--- config.mk ---
export PLATFORM = sky130hd
export DESIGN_NAME = branch_predictor
export DESIGN_NICKNAME = d
export VERILOG_FILES = /design/src/rtl/bp_pkg.sv /design/src/rtl/branch_predictor_sat_counter2.sv /design/src/rtl/branch_predictor.sv
export SDC_FILE = /design/constraint.sdc
export NUM_CORES = 1
export LEC_CHECK = 0
export CAP_MARGIN = 10
export CORE_ASPECT_RATIO = 0.75
export CORE_MARGIN = 5
export CORE_UTILIZATION = 30
export DETAILED_ROUTE_END_ITERATION = 12
export SYNTH_ARGS = -nofsm -noshare
export SYNTH_HDL_FRONTEND = slang
export SYNTH_SLANG_ARGS = --single-unit
--- constraint.sdc ---
create_clock -name clk -period 3.15 [get_ports clk]
set_clock_uncertainty 0.1 [all_clocks]
set_input_delay 0.4725 -clock clk [delete_from_list [all_inputs] [get_ports clk]]
set_output_delay 0.4725 -clock clk [all_outputs]
set_load 0.01 [all_outputs]
--- src/rtl/bp_pkg.sv ---
// Shared constants for the 2-bit bimodal/gshare branch predictor.
package bp_pkg;

    localparam int CNT_W = 2;

    typedef enum logic [CNT_W-1:0] {
        SN = 2'b00,
        WN = 2'b01,
        WT = 2'b10,
        ST = 2'b11
    } cnt_state_e;

    localparam logic [CNT_W-1:0] CNT_RESET = WN;

endpackage

--- src/rtl/branch_predictor_sat_counter2.sv ---
// Next-state logic of one 2-bit saturating branch counter.
module sat_counter2
    import bp_pkg::*;
(
    input  logic [CNT_W-1:0] state,
    input  logic             taken,
    output logic [CNT_W-1:0] next_state
);

    // Step toward ST on taken, toward SN on not-taken, holding at the ends
    always_comb begin
        next_state = state;
        case (state)
            SN:      next_state = taken ? WN : SN;
            WN:      next_state = taken ? WT : SN;
            WT:      next_state = taken ? ST : WN;
            ST:      next_state = taken ? ST : WT;
            default: next_state = CNT_RESET;
        endcase
    end

endmodule

--- src/rtl/branch_predictor.sv ---
// Table of 2-bit counters with EX-stage update and saturating statistics.
// Define BP_GSHARE_EN to XOR a non-speculative global history into the index.
module branch_predictor
    import bp_pkg::*;
#(
    parameter int ENTRIES = 16,
    parameter int IDX_W   = $clog2(ENTRIES)
) (
    input  logic             clk,
    input  logic             rst,
    input  logic [31:0]      pc_IF,
    input  logic             btype_IF,
    output logic             branch_predict_IF,
    output logic [IDX_W-1:0] predict_idx_IF,
    input  logic             btype_EX,
    input  logic             stall_EX,
    input  logic [IDX_W-1:0] update_idx_EX,
    input  logic             branch_result_EX,
    input  logic             predict_correct_EX,
    output logic [15:0]      branch_cnt,
    output logic [15:0]      mispredict_cnt
);

    logic [CNT_W-1:0] table_r [ENTRIES];
    logic [CNT_W-1:0] next_cnt_s;
    logic [IDX_W-1:0] pc_idx_s;
    logic             upd_en_s;
    logic [15:0]      branch_cnt_r;
    logic [15:0]      mispredict_cnt_r;
    logic             unused_pc_s;

    assign pc_idx_s    = pc_IF[IDX_W+1:2];
    assign unused_pc_s = ^{pc_IF[31:IDX_W+2], pc_IF[1:0]};
    assign upd_en_s    = btype_EX & ~stall_EX;

`ifdef BP_GSHARE_EN
    logic [IDX_W-1:0] ghr_r;

    // History advances only on resolved branches, so it never needs repair
    always_ff @(posedge clk or posedge rst) begin
        if (rst) begin
            ghr_r <= {IDX_W{1'b0}};
        end else if (upd_en_s) begin
            ghr_r <= {ghr_r[IDX_W-2:0], branch_result_EX};
        end
    end

    assign predict_idx_IF = pc_idx_s ^ ghr_r;
`else
    assign predict_idx_IF = pc_idx_s;
`endif

    // Reads the pre-update table: a same-cycle update is not bypassed
    assign branch_predict_IF = btype_IF & table_r[predict_idx_IF][1] & ~rst;

    sat_counter2 u_sat_counter2 (
        .state      (table_r[update_idx_EX]),
        .taken      (branch_result_EX),
        .next_state (next_cnt_s)
    );

    // Counter table; kept in flops so the whole table clears asynchronously
    always_ff @(posedge clk or posedge rst) begin
        if (rst) begin
            for (int i = 0; i < ENTRIES; i++) begin
                table_r[i] <= CNT_RESET;
            end
        end else if (upd_en_s) begin
            table_r[update_idx_EX] <= next_cnt_s;
        end
    end

    // Resolved-branch and mispredict statistics, both sticky at all-ones
    always_ff @(posedge clk or posedge rst) begin
        if (rst) begin
            branch_cnt_r     <= 16'h0000;
            mispredict_cnt_r <= 16'h0000;
        end else if (upd_en_s) begin
            if (branch_cnt_r != 16'hFFFF) begin
                branch_cnt_r <= branch_cnt_r + 16'h0001;
            end
            if (!predict_correct_EX && (mispredict_cnt_r != 16'hFFFF)) begin
                mispredict_cnt_r <= mispredict_cnt_r + 16'h0001;
            end
        end
    end

    assign branch_cnt     = branch_cnt_r;
    assign mispredict_cnt = mispredict_cnt_r;

endmodule

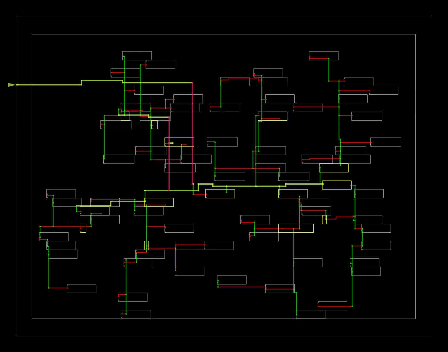
clocks.png
clock latency at the later pin of the worst-skew pair: 320 ps
sinks on the clock net: 64
count of clock-net buffers in the final layout: 11

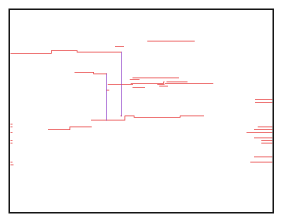
wires.png
(2 px per um) Two of the layers only.
Key: purple = metal 4 [wire length 55.1 um]; red = metal 3 [wire length 380 um]

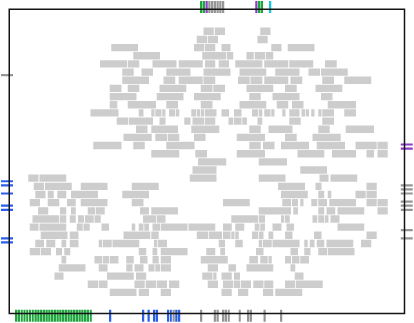
io_placement.png
(3 px per um) Pins as bars across the die edge, other pins in gray.
Key: green = pc_IF [pins 32, direction input, edge 28 south, 4 north]; blue = mispredict_cnt [pins 16, direction output, edge 9 south, 7 west]; cyan = branch_result_EX [pins 1, direction input, edge north]; purple = update_idx_EX [pins 4, direction input, edge 2 east, 2 north]

-- kinds of logic after synthesis --
logic type	count (synthesis)
AOI/OAI and AO/OA	20
xor gates and xnor gates	27
adders and majority gates	6
buffers and inverters	15
DFF	64
muxes	54
and+or+nand+nor	75
-- routing by layer --
layer  up-vias  GRT usage [%]
met2        49           17.0
li1       1094              -
met1      1167           16.0
met3         5           4.44
met4         0           2.61
met5         -              0
-- cells in the mapped netlist (all sizes together) --
cell type  number  area share, %
dfstp          16             13
o211ai          5            1.1
nor3            7            1.1
nand2          17            1.9
dfrtp          48             36
nor2            3           0.34
nor4            4           0.76
o2111ai         2           0.53
nand2b          2           0.38
a31oi           1           0.19
o21ai           1           0.15
ha              2           0.76
inv             3           0.34
xnor2          14            3.7
a211oi          6            1.4
and2            4           0.76
mux2i           2           0.61
maj3            4            1.4
buf             5            1.1
nand3          10            1.5
a41oi           1           0.26
nor2b           8            1.5
nor3b           2           0.45
nand4           9            1.7
mux2           39             13
mux4           13            8.9
clkbuf          7           0.79
and3            6            1.1
xor2           13            3.4
o31ai           2           0.45
and4            3           0.79
a21oi           2           0.30
-- through the flow --
| stage | utilization, % | std cells | worst slack, ps |
|---|---|---|---|
| global route | 39.6 | 466 | 26.3 |
| finish | 39.6 | 466 | 67.8 |
| global placement | 37.1 | 451 | -128 |
| floorplan | - | 261 | 401 |
| CTS | 39.6 | 466 | 51.5 |
| detailed placement | 37.1 | 451 | -139 |
-- state kept, by name (all words and copies together) (netlist names) --
signal / cells
table_r: 32
branch_cnt: 16
mispredict_cnt: 16
-- power by group through the flow --
stage	registers (W)	clock network (W)	logic (W)
global route	0.00117	0.00103	0.000630
finish	0.00114	0.000943	0.000575
CTS	0.00114	0.000979	0.000587
floorplan	0.00115	0	0.000309
detailed placement	0.00115	0	0.000586
global placement	0.00115	0	0.000574
==> qor.yml <==
detailed_routing:
  route.final.wire_length_mm: 7.32
  wirelength_met1_mm: 3.39
  drc_errors: 0
  count_of_vias_placed_by_the_detailed_router: 2315
  drt_pre_antenna_iters: 5
worst_hold_path:
  hold_sp: "branch_cnt[14]"
  timing.hold.worst_path_depth: 1
cells_and_area:
  n_all_buffers: 62
cts:
  cts.path.max_buffers: 2
  cts_hold_buf: 0
  worst_setup_hold_path_clk_slew_ps: 50
  htree_levels: 3
final_timing:
  final_hold_viol_count: 0
  worst-slew-pin-transition_ps: 828
  hold_slack_ps: 396
  maxClockFrequency_ghz: 0.324
  rsz0062_at_grt: "false"
floorplan:
  core_area_um2: 10900
  die-height_um: 101
  chipWidth_um: 131
setup_path:
  critical_path.slowest_cell: "sky130_fd_sc_hd__mux4_2"
  crit_buf_inv: 3
  r2r_start: "table_r[1]"
  r2r_cells: 4
  worst_setup_path_end_kind: "output pin"
yosys:
  yosys-mux-area-fraction_pct: 22.7
  synthCells: 261
  ys_ff: 64
  seq_area_frac_synth_pct: 49.0
  synthSimpleGateAreaFrac_pct: 12.3
power:
  leakage_nw: 1.80
  power_report.internal_total_w: 0.00195
  power_density_nw_per_um2: 618
global_routing:
  grt_first_pass_wirelength_mm: 12.2
  overflow: 0
  globalRouteTotalUtil_pct: 11.5
status:
  status: "finished, final reports clean"
No activity file was given, so power comes from the tool's default toggle rates.
